File: src/rtl/ctrl_responder.sv
// rtl/ctrl_responder.sv - VeriRISC datapath responder: PC, IR, accumulator and 32-word unified memory
// Optional protocol checker on seq_err is built only when RESP_SEQ_CHECK_EN is defined.
module ctrl_responder #(
  parameter int DWIDTH = 8,
  parameter int AWIDTH = 5,
  parameter int OPW    = 3
) (
  input  logic              clk,
  input  logic              rst_,
  input  logic              mem_rd,
  input  logic              load_ir,
  input  logic              halt,
  input  logic              inc_pc,
  input  logic              load_ac,
  input  logic              load_pc,
  input  logic              mem_wr,
  output logic [OPW-1:0]    opcode,
  output logic              zero,
  input  logic              prog_we,
  input  logic [AWIDTH-1:0] prog_addr,
  input  logic [DWIDTH-1:0] prog_data,
  output logic [AWIDTH-1:0] pc_out,
  output logic [DWIDTH-1:0] ac_out,
  output logic              halted,
  output logic              seq_err
);

  localparam logic [OPW-1:0] OP_ADD = 3'd2;
  localparam logic [OPW-1:0] OP_AND = 3'd3;
  localparam logic [OPW-1:0] OP_XOR = 3'd4;
  localparam logic [OPW-1:0] OP_LDA = 3'd5;

  logic [DWIDTH-1:0] mem [2**AWIDTH];
  logic [2:0]        phase;
  logic [AWIDTH-1:0] pc;
  logic [AWIDTH-1:0] addr;
  logic [AWIDTH-1:0] operand;
  logic [DWIDTH-1:0] ir;
  logic [DWIDTH-1:0] ac;
  logic [DWIDTH-1:0] rdata;
  logic [DWIDTH-1:0] alu_res;
  logic              halted_q;
  logic              load_ir_q, inc_pc_q, load_ac_q, load_pc_q, mem_wr_q;
  logic              ir_go, inc_go, ac_go, pc_go, wr_go;

  assign operand = ir[AWIDTH-1:0];
  // Phases 4-7 address the operand, 0-3 the instruction stream.
  assign addr    = phase[2] ? operand : pc;
  assign rdata   = mem_rd ? mem[addr] : '0;
  assign opcode  = ir[DWIDTH-1 -: OPW];
  assign zero    = (ac == '0);
  assign pc_out  = pc;
  assign ac_out  = ac;
  assign halted  = halted_q;

  // A strobe acts only in the first cycle it is seen high.
  assign ir_go  = load_ir & ~load_ir_q;
  assign inc_go = inc_pc  & ~inc_pc_q;
  assign ac_go  = load_ac & ~load_ac_q;
  assign pc_go  = load_pc & ~load_pc_q;
  assign wr_go  = mem_wr  & ~mem_wr_q;

  always_comb begin
    alu_res = ac;
    case (opcode)
      OP_ADD:  alu_res = ac + rdata;
      OP_AND:  alu_res = ac & rdata;
      OP_XOR:  alu_res = ac ^ rdata;
      OP_LDA:  alu_res = rdata;
      default: alu_res = ac;
    endcase
  end

  always_ff @(posedge clk) begin
    if (!rst_) begin
      pc        <= '0;
      ir        <= '0;
      ac        <= '0;
      phase     <= 3'd0;
      halted_q  <= 1'b0;
      load_ir_q <= 1'b0;
      inc_pc_q  <= 1'b0;
      load_ac_q <= 1'b0;
      load_pc_q <= 1'b0;
      mem_wr_q  <= 1'b0;
      if (prog_we)
        mem[prog_addr] <= prog_data;
    end else if (!halted_q) begin
      phase     <= phase + 3'd1;
      load_ir_q <= load_ir;
      inc_pc_q  <= inc_pc;
      load_ac_q <= load_ac;
      load_pc_q <= load_pc;
      mem_wr_q  <= mem_wr;
      if (halt)
        halted_q <= 1'b1;
      if (ir_go)
        ir <= rdata;
      if (ac_go)
        ac <= alu_res;
      if (pc_go)
        pc <= operand;
      else if (inc_go)
        pc <= pc + AWIDTH'(1);
      if (wr_go)
        mem[operand] <= ac;
    end
  end

`ifdef RESP_SEQ_CHECK_EN
  logic illegal;
  logic seq_err_q;

  always_comb begin
    illegal = 1'b0;
    if (mem_rd  && phase[1:0] == 2'b00)                  illegal = 1'b1;
    if (load_ir && phase[2:1] != 2'b01)                  illegal = 1'b1;
    if (halt    && phase != 3'd4)                        illegal = 1'b1;
    if (inc_pc  && phase != 3'd4 && phase[2:1] != 2'b11) illegal = 1'b1;
    if (load_ac && phase[2:1] != 2'b11)                  illegal = 1'b1;
    if (load_pc && phase[2:1] != 2'b11)                  illegal = 1'b1;
    if (mem_wr  && phase != 3'd7)                        illegal = 1'b1;
  end

  always_ff @(posedge clk) begin
    if (!rst_) begin
      seq_err_q <= 1'b0;
    end else if (!halted_q && illegal && !seq_err_q) begin
      seq_err_q <= 1'b1;
      $error("ctrl_responder seq_err: phase %0d strobes %b", phase,
             {mem_rd, load_ir, halt, inc_pc, load_ac, load_pc, mem_wr});
    end
  end

  assign seq_err = seq_err_q;
`else
  assign seq_err = 1'b0;
`endif

endmodule

File: config.mk
export PLATFORM = sky130hd
export DESIGN_NAME = ctrl_responder
export DESIGN_NICKNAME = d
export VERILOG_FILES = /design/src/rtl/ctrl_responder.sv
export SDC_FILE = /design/constraint.sdc
export NUM_CORES = 1
export LEC_CHECK = 0
export ABC_AREA = 0
export CORE_MARGIN = 5
export CORE_UTILIZATION = 64
export CTS_BUF_LIST = sky130_fd_sc_hd__clkbuf_4
export CTS_CLUSTER_DIAMETER = 50
export DETAILED_ROUTE_END_ITERATION = 10
export PLACE_DENSITY_LB_ADDON = 0.08
export SETUP_SLACK_MARGIN = 0.4
export SYNTH_ARGS = -nofsm -noshare
export SYNTH_HDL_FRONTEND = slang
export SYNTH_SLANG_ARGS = --single-unit
export TNS_END_PERCENT = 50
File: constraint.sdc
create_clock -name clk -period 5.77 [get_ports clk]
set_clock_uncertainty 0.05 [all_clocks]
set_input_delay 1.154 -clock clk [delete_from_list [all_inputs] [get_ports clk]]
set_output_delay 1.154 -clock clk [all_outputs]
set_load 0.1 [all_outputs]
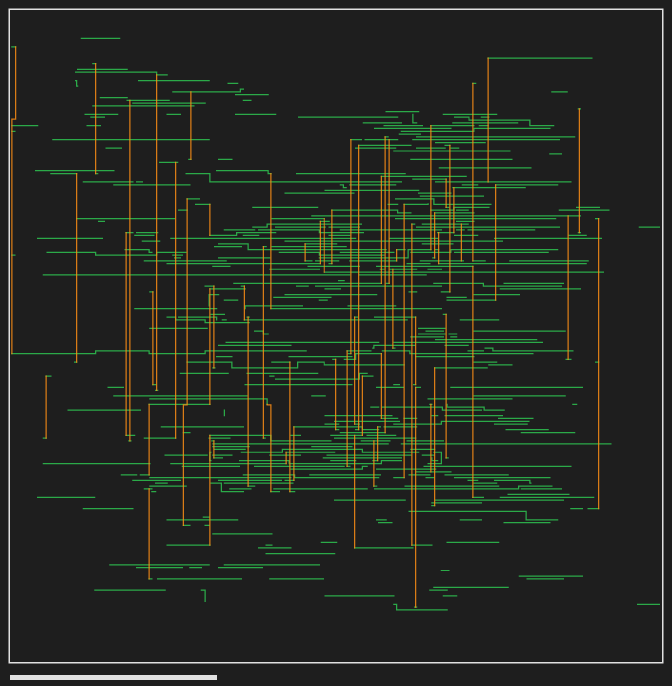
(run_1/layers.png)
Scale bar: 50 um. Two of the layers only.
Key: orange = M4 [wire length 2040 um]; green = M3 [wire length 5070 um]

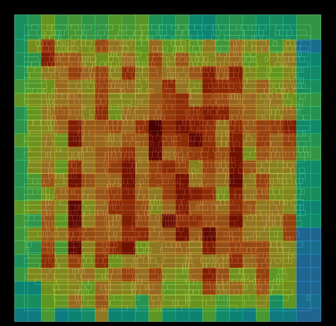
(run_1/congestion_map.png)
DR WL/cell: 24.7 um
grt met1 use: 44.4%

==> impl_metrics.yaml, run 1 <==
# flow metrics
cts:
  cts_max_level: 3
  worstSkewPairLatency_ps: 680
  clkTransAtPathRegs_ps: 70
  cts_buffers: 75
  cts_tree: "done"
  cts_max_path_buffers: 3
  ctsHoldBuffers: 0
sta:
  timing.final.crit_share_pct: 80.6
  slew_viol_final: 0
  relSlewSlack_pct: 21.7
  tightestPinTransition_ps: 1170
  fmax_ghz: 0.215
  rsz0062_at_grt: "false"
power:
  p_comb_w: 0.000712
  power_switching_share_pct: 28.2
  p_clk_share_pct: 37.2
  p_leak_nw: 5.14
  p_switching_w: 0.00137
  p_clk_w: 0.00181
drt:
  drc_errors: 0
  first_pass_iters: 9
  ant_nets: 0
  wl_um: 40000
  dr_total_vias: 10900
floorplan:
  rows: 54
  initial_utilization_pct: 64.4
  coreArea_um2: 21600
  io-pin-count: 42
  die_area_um2: 24800
  fp.dieH_um: 157
  die-width_um: 157
critical_path:
  required_ps: 6280
  cp_data_arrival_time_ps: 5160
  end_kind: "flip-flop"
  max_stage_delay_ps: 800
  cpMostUsedCell: "a21oi_1"
  r2r_setup_slack_ps: 1120
  crit_slowest_cell: "dfxtp_4"
  path_class: "reg -> reg"
run_status:
  status: "complete, no violations"
global_routing:
  grt_pass1_wl_um: 60600
  grt_max_degree: 56
  antenna_found_initial: 1
  grt_pass1_vias: 10400
finish:
  nNetsFinal: 1316
  fin_util_pct: 70.8
  fillCellCount: 1598
  comb_area_um2: 5020
  drive_above_1_share_pct: 13.8
  regArea_um2: 8300
  finalNonFillerCells: 1617
placement:
  dpl-instance-area_um2: 14300
  globalplace.congestion: 1.02
  dp_hpwl_um: 25800
synth:
  synth_flop_count: 286
  syn-num-nets: 1267
  ys_area_um2: 13900
  ys_cells: 1233
  yosysUniqueCellTypes: 85
  synthFlopType: "edfxtp_1"
  synthArstFlopShare_pct: 0
  netlist_instances: 1233
hold_path:
  hp-class: "reg -> reg"
  worstHoldStart: "load_ac_q$_SDFFE_PN0N_"
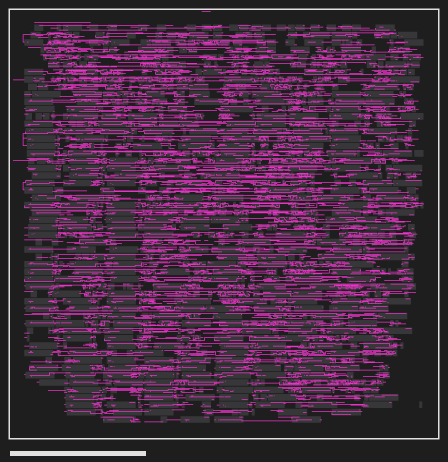
(run_1/m1.png)
Scale bar: 50 um.
1268 nets have wire on it. The wires run mostly horizontal.

run 1: cells by family (layout without fill, tap and decap cells):
family                     after synthesis  after routing  share of synthesized area [%]
other                                    1              2                         0.0269
adders and majority gates               11             11                           1.04
DFF                                    286            286                           59.5
buffers and inverters                  114            217                           4.58
AOI/OAI and AO/OA                      378            378                           18.7
xor gates and xnor gates                 5              5                          0.315
muxes                                   29             29                           2.44
and+or+nand+nor                        409            409                           13.3
run 1: critical path, delay by kind of cell, from the launching register on:
kind	cells	cell delay (ps)
AOI/OAI and AO/OA	9	1560
and+or+nand+nor	3	860
DFF	1	800
muxes	1	650
buffers and inverters	1	340
adders and majority gates	1	250
run 1: stage by stage:
| stage | setup slack [ps] | power (W) |
|---|---|---|
| after floorplan | 1600 | 0.00288 |
| final | 1120 | 0.00487 |
| after global placement | 1270 | 0.00307 |
| after detailed placement | 1220 | 0.00308 |
| after global routing | 920 | 0.00507 |
| after CTS | 1210 | 0.00487 |
run 1: final timing paths:
kind / depth (start not counted) / to
min: 2 / load_ac_q$_SDFFE_PN0N_
max reg2reg: 15 / ac_out[7]$_SDFFE_PN0P_
min reg2reg: 2 / load_ac_q$_SDFFE_PN0N_
max: 15 / ac_out[7]$_SDFFE_PN0P_
run 1: registers in the layout, indices dropped and copies added (netlist names), 3 cells and up:
| name | cells |
|---|---|
| phase | 3 |
| pc_out | 5 |
| ac_out | 8 |
| mem | 256 |
| ir | 8 |
run 1: cells in the mapped netlist, types with 8 or more instances:
cell type	count
ha_1	10
dfxtp_1	30
o21ai_1	14
a211o_1	8
and2_1	14
nand2b_1	18
mux2i_1	15
o22ai_1	9
o2111ai_1	10
nor2_1	58
nand2_1	210
a22oi_1	14
a31oi_1	33
nand3_1	46
a211oi_1	35
buf_4	14
mux2_2	9
a32oi_1	14
a22o_1	12
clkbuf_1	18
o21ai_0	35
buf_6	12
buf_2	45
o211ai_1	17
nor2b_1	27
inv_1	20
a21oi_1	109
edfxtp_1	256
run 1: per-layer routing:
| metal | up-vias | share of wire (%) | wire length (um) | track usage (%) |
|---|---|---|---|---|
| met5 | - | 0 | 0 | 0 |
| met4 | 0 | 5.1 | 2040 | 15.4 |
| met3 | 146 | 13 | 5070 | 9.57 |
| met2 | 774 | 45 | 17900 | 49.1 |
| met1 | 5148 | 37 | 15000 | 44.4 |
| li1 | 4796 | - | - | - |
run 1: cell type report:
type | count | area share (%)
Tap cell | 280 | 2.29
Antenna cell | 1 | 0.0164
Timing Repair Buffer | 63 | 3.75
Multi-Input combinational cell | 833 | 32.8
Clock inverter | 26 | 1.22
Inverter | 23 | 0.564
Sequential cell | 286 | 54.2
Clock buffer | 105 | 5.15
run 1: cell usage in the layout (no fill, tap or decap), drive strengths merged, types with 7 or more instances in the layout:
cell / n
edfxtp: 256
a21oi: 112
o22ai: 10
clkbuf: 105
a32oi: 16
o2111ai: 11
nor2: 60
clkinv: 19
a31oi: 33
nand3: 46
mux2: 11
ha: 10
mux2i: 17
o21ai: 49
a22o: 12
and2: 15
o221ai: 7
o211ai: 17
nand2: 210
nor2b: 27
nand2b: 18
buf: 23
a211o: 8
dfxtp: 30
a211oi: 35
a22oi: 15
clkdlybuf4s50: 40
inv: 27
==> run 2, diff against run 1 <==
Settings changed: CORE_UTILIZATION 64 to 58.
Clock period 5.77 ns to 4.2 ns, I/O delays scaled along.
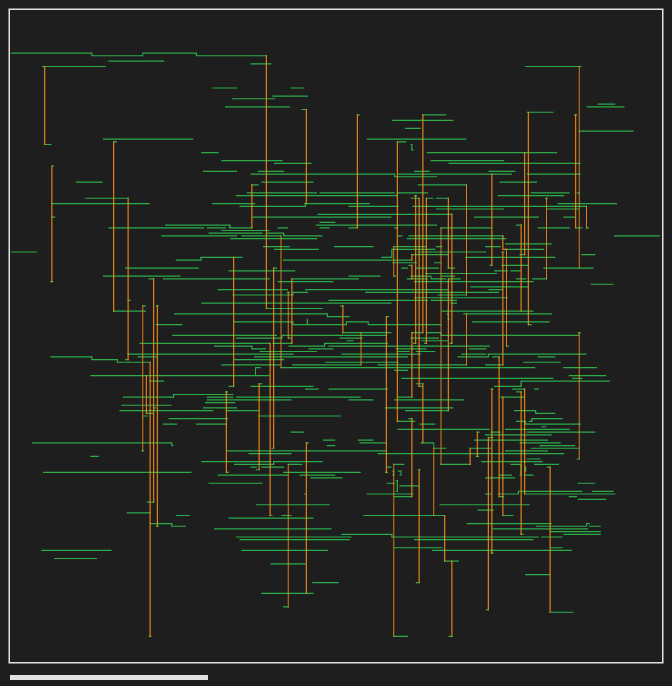
(run_2/layers.png)
Scale bar: 50 um. Two of the layers only.
Key: green = M3 [wire length 4300 um]; orange = M4 [wire length 2030 um]

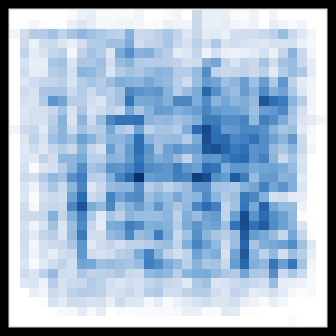
(run_2/route_heat.png)
33 x 33 tiles, from white (low) to dark blue (high), scaled to the fullest tile. Values are wire area over tile area, all layers added.
20% of the tiles are over half the peak. The densest ninth of the die: center. The mean over all tiles is 0.27. 13% of the tiles are nearly empty.

==> run 2 against run 1 <==
Compared with the run above:
- total power up 40%
- sequential cell count stayed put
- largest power group unchanged
- worst setup slack got worse by 660 ps
- wire length rose by 5.8%
- final cell count up 7.7%
- clock power increased by 38%
- largest cell class unchanged
- sequential share of layout area shrank 3.3 points
- maximum frequency is 24% higher
- die size increased by 9.7%
- synthesized area did not move
==> impl_metrics.yaml, run 2 <==
# flow metrics
global_routing:
  grt_max_degree: 35
  grt_pass1_vias: 10600
  antenna_found_initial: 1
synth:
  synthArstFlopShare_pct: 0
  netlist_instances: 1233
  topCombFamilyByArea: "AND-OR/OR-AND gates"
  synthTopCellsByCount: "256 x edfxtp_1, 210 x nand2_1, 109 x a21oi_1"
  yosysUniqueCellTypes: 85
  ys_sh_adder_pct: 1.04
  synthFlopType: "edfxtp_1"
  ys_cells: 1233
  yosysMostFrequentCell: "edfxtp_1"
  syn-num-nets: 1267
cts:
  clkTransAtPathRegs_ps: 60
  cts_max_path_buffers: 3
  cts_max_level: 3
  ctsHoldBuffers: 0
power:
  p_leak_nw: 5.64
placement:
  dp_hpwl_um: 27800
  globalplace.congestion: 0.990
finish:
  layout.cells.most_common: "edfxtp_1"
  nNetsFinal: 1396
  drive_above_1_share_pct: 20.8
  top_register: "mem"
critical_path:
  cp_data_arrival_time_ps: 4280
  end_kind: "flip-flop"
sta:
  setup_ws_ps: 456
  slew_viol_final: 0
  relSlewSlack_pct: 19.8
  tightestPinTransition_ps: 1200
  rsz0062_at_grt: "true"
drt:
  drc_errors: 0
  first_pass_iters: 6
  wl_um: 42300
floorplan:
  rows: 56
  coreArea_um2: 23500
  die-width_um: 165
run_status:
  status: "complete, no violations"
## run 2: cell counts after synthesis
No cell type changed its count.
## run 2: worst paths after layout
kind | endpoint | depth (start not counted) | slack, ps | from
hold / removal | load_ir_q$_SDFFE_PN0N_ | 2 | 440 | load_ir_q$_SDFFE_PN0N_
setup / recovery | ac_out[7]$_SDFFE_PN0P_ | 16 | 460 | pc_out[1]$_SDFFE_PN0P_
setup reg to reg | ac_out[7]$_SDFFE_PN0P_ | 16 | 460 | pc_out[1]$_SDFFE_PN0P_
hold reg to reg | load_ir_q$_SDFFE_PN0N_ | 2 | 440 | load_ir_q$_SDFFE_PN0N_
## run 2: metrics by stage
| step | cells | hold slack [ps] | area, um^2 | utilization (%) | power (W) |
|---|---|---|---|---|---|
| after floorplan | 1233 | 414 | 13900 | - | 0.00396 |
| after global placement | 1578 | 427 | 14800 | 63.0 | 0.00427 |
| after detailed placement | 1578 | 436 | 14800 | 63.0 | 0.00428 |
| after CTS | 1720 | 450 | 15900 | 67.5 | 0.00676 |
| after global routing | 1741 | 471 | 16300 | 69.3 | 0.00710 |
| final | 1741 | 444 | 16300 | 69.3 | 0.00683 |
## run 2: kinds of logic after synthesis
kind of cell    count (synthesis)
simple gates                  409
compound gates                378
flops                         286
buf+inv                       114
mux                            29
fa+ha+maj                      11
xor+xnor                        5
other cells                     1
## run 2: repair_timing
| item | in CTS | in global routing |
|---|---|---|
| gates cloned | 0 | 5 |
| buffers inserted | 5 | 15 |
| resized | 5 | 55 |
| endpoints found under the setup margin | 3 | 5 |
| pin swaps | 0 | 6 |
## run 2: worst max-delay path, cell delays in order (launching register included)
cell,delay (ps)
dfxtp_4,490
buf_12,240
nor2b_1,200
buf_4,280
a22o_1,190
a2111oi_0,100
a311oi_1,290
o21ai_1,200
a22oi_2,280
nor2b_1,90
ha_1,340
o21ai_0,120
nand2b_1,80
o311a_1,130
or3_1,310
a31oi_1,170
a21oi_1,80
## run 2: where the power goes
group          internal [W]  switching [W]  leakage [nW]  total (W)
registers           0.00315      0.0000474          2.56    0.00320
logic              0.000401       0.000736          2.48    0.00114
clock network       0.00131        0.00118         0.590    0.00249
total               0.00487        0.00196          5.64    0.00683
## run 2: routing by layer
metal / track usage, % / share of wire, %
met2: 47.7 / 45
met3: 5.99 / 10
met5: 0 / 0
met4: 13.0 / 4.8
met1: 41.4 / 40
## run 2: final cells by class
cell class                      count  area, um^2
Antenna cell                        1        2.50
Clock buffer                      113         848
Clock inverter                     24         149
Fill cell                        1761        7230
Inverter                           23        91.3
Multi-Input combinational cell    836        5190
Sequential cell                   286        8310
Tap cell                          319         399
Timing Repair Buffer              139        1320
==> run 3, diff against run 2 <==
Settings changed: CAP_MARGIN from default to 40.
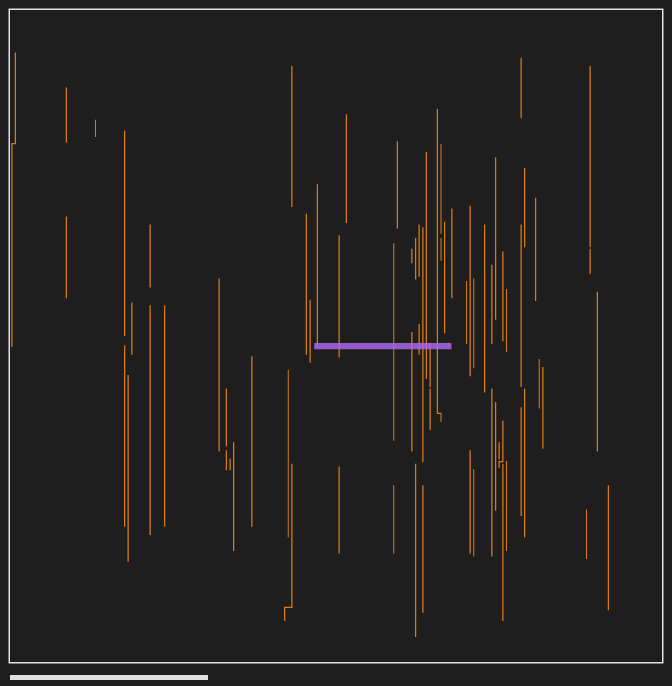
(run_3/layers.png)
Scale bar: 50 um. Two of the layers only.
Key: orange = M4 [wire length 2100 um]; purple = M5 [wire length 33.1 um]

==> run 3 against run 2 <==
Compared with the run above:
- sequential share of layout area down 1.1 points
- total power rose by 0.96%
- core utilization up 1.6 points
- worst setup slack worse by 51 ps
- maximum frequency is 1.3% lower
- register-to-register slack got worse by 50 ps
- sequential power hardly changed
- count of clock-buffer cells in the layout shrank 1
- critical path depth decreased by 1
- largest cell class unchanged
- largest power group unchanged
==> impl_metrics.yaml, run 3 <==
# flow metrics
synth:
  synth_flop_count: 286
  ys_seq_share_pct: 59.5
  netlist_area_um2: 13900
  synthArstFlopShare_pct: 0
  synthFlopType: "edfxtp_1"
  ys_area_um2: 13900
  top_area_share_pct: 55.2
  syn-num-nets: 1267
  ys_cells: 1233
  yosysUniqueCellTypes: 85
  yosys.area.top_type: "edfxtp_1"
  yosysMostFrequentCell: "edfxtp_1"
  synthTopCellsByCount: "256 x edfxtp_1, 210 x nand2_1, 109 x a21oi_1"
  netlist_instances: 1233
drt:
  ant_nets: 0
  dr.first_iter.drc_count: 1524
  drc_errors: 0
  wl_per_cell_um: 24.2
  wl_um: 42800
  vias_per_cell: 6.48
  first_pass_iters: 7
  dr_total_vias: 11400
floorplan:
  coreArea_um2: 23500
  rows: 56
  io-pin-count: 42
  initial_utilization_pct: 59.1
  die_area_um2: 27200
  fp.dieH_um: 165
  die-width_um: 165
sta:
  timing.final.crit_share_pct: 90.4
  slew_viol_final: 0
  relSlewSlack_pct: 30.0
  holdWs_ps: 453
  fmax_ghz: 0.264
  final_hold_viol_count: 0
  setup_ws_ps: 405
  rsz0062_at_grt: "true"
  tightestPinTransition_ps: 1050
finish:
  top_register: "mem"
  layout.cells.most_common: "edfxtp_1"
  most-common-layout-cells: "256 x edfxtp_1, 209 x nand2_1, 112 x clkbuf_4"
  fillCellCount: 1776
  drive_above_1_share_pct: 22.3
  largest_reg_flops: 256
  nNetsFinal: 1422
  design_area_um2: 16700
hold_path:
  hold_end: "load_ir_q$_SDFFE_PN0N_"
  hp-class: "reg -> reg"
  worstHoldStart: "load_ir_q$_SDFFE_PN0N_"
  hold_depth: 2
cts:
  ctsHoldBuffers: 0
  cts_tree: "done"
  clock-sinks: 286
  clkTransAtPathRegs_ps: 70
  cts_max_level: 3
  worstSkewPairLatency_ps: 700
  cts_buffers: 76
  cts_max_path_buffers: 3
run_status:
  status: "complete, no violations"
global_routing:
  grt_max_degree: 36
  grt_pass1_vias: 11000
  grt-ovfl-total: 0
  antenna_found_initial: 1
  grt_use_total_pct: 31.4
  grt_pass1_wl_um: 63700
placement:
  pre_cts_slack_ps: 181
  dpl-instance-area_um2: 15100
  globalplace.congestion: 0.990
  port_buffers: 40
  dp_hpwl_um: 28400
critical_path:
  path_class: "reg -> reg"
  end_kind: "flip-flop"
  required_ps: 4720
  cp_data_arrival_time_ps: 4320
  timing.rr.end: "ac_out[7]$_SDFFE_PN0P_"
  r2r_start: "phase[2]$_SDFFE_PN0N_"
  reg2reg_depth: 15
  cp-start-kind: "flip-flop"
  r2r_setup_slack_ps: 410
run:
  maxCapViolations: 0
  tool_warnings: 29
power:
  finalPower_w: 0.00689
  p_leak_nw: 5.81
  p_per_area_nw_per_um2: 413
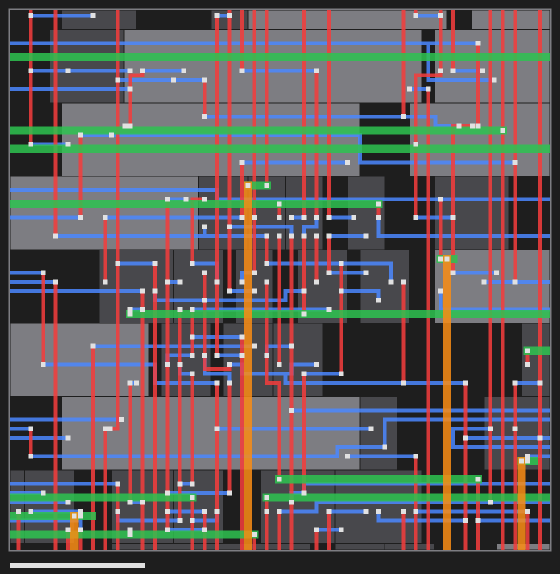
(run_3/closeup.png)
Scale bar: 5 um. Window x 114 to 134, y 114 to 134 um. Cells in gray, sequential cells in the stronger gray; small squares are vias.
Key: blue = M1; red = M2; green = M3; orange = M4
Sequential cells in the window: 4. Most frequent: nand2_1 (4), edfxtp_1 (4), a21oi_1 (3). 25 logic cells have their middle in the window. Netlist names of flops here include `mem` (4).

## run 3: cell counts after synthesis
Identical to the previous run, type by type.
## run 3: logic make-up after synthesis
group	Yosys count	synth area share, %
XOR/XNOR	5	0.315
AND/OR/NAND/NOR	409	13.3
buffers and inverters	114	4.58
other	1	0.0269
AND-OR/OR-AND	378	18.7
adder cells (fa/ha/maj)	11	1.04
flip-flops	286	59.5
multiplexers	29	2.44
## run 3: through the flow
step	std cells	utilization, %
5_1_grt	1766	70.9
3_3_place_gp	1578	63.0
4_1_cts	1754	69.5
3_5_place_dp	1602	64.3
2_1_floorplan	1233	-
6_report	1766	70.9
## run 3: critical path: stages, from the launching register on
cell	delay (ps)
dfxtp_4	400
inv_2	330
o211ai_1	190
a22o_1	220
a32oi_1	150
o221ai_1	160
a32oi_2	370
nor2b_1	100
ha_1	310
a21o_1	200
a21oi_2	180
o21bai_2	100
o311a_1	300
or3_1	310
a31oi_1	190
a21oi_1	100
## run 3: metal layers
layer  track usage, %  vias up  routed length [um]
met5                0        -                  33
met4             14.1        2                2100
met3             5.84      172                4670
met2             49.1      761               19700
met1             43.0     5478               16300
li1                 -     5034                   -
## run 3: worst max path at each step
stage / from / endpoint / slack, ps
after floorplan: pc_out[4]$_SDFFE_PN0P_ / ac_out[7]$_SDFFE_PN0P_ / 430
after global placement: phase[2]$_SDFFE_PN0N_ / ac_out[7]$_SDFFE_PN0P_ / 230
after detailed placement: ir[1]$_SDFFE_PN0P_ / ac_out[7]$_SDFFE_PN0P_ / 180
after CTS: phase[2]$_SDFFE_PN0N_ / ac_out[4]$_SDFFE_PN0P_ / 410
after global routing: phase[2]$_SDFFE_PN0N_ / ac_out[7]$_SDFFE_PN0P_ / 320
final: phase[2]$_SDFFE_PN0N_ / ac_out[7]$_SDFFE_PN0P_ / 410
## run 3: layout make-up
type                            count  area, um^2  area share (%)
Clock buffer                      112         841            5.04
Antenna cell                        1        2.50          0.0150
Clock inverter                     24         163           0.975
Tap cell                          319         399            2.39
Timing Repair Buffer              166        1670            9.99
Multi-Input combinational cell    835        5210            31.2
Inverter                           23        91.3           0.547
Sequential cell                   286        8310            49.8
## run 3: what timing repair did
action	in CTS	in global routing
gates resized	18	49
endpoints found under the setup margin	3	5
setup buffers	14	10
gates cloned	2	1
pin swaps	1	10
## run 3: where the power goes
group | internal, W | switching [W] | leakage, nW
sequential | 0.00315 | 0.0000440 | 2.56
clock | 0.00135 | 0.00116 | 0.590
combinational | 0.000431 | 0.000748 | 2.66
total | 0.00494 | 0.00195 | 5.81
No activity file was given, so power comes from the tool's default toggle rates.
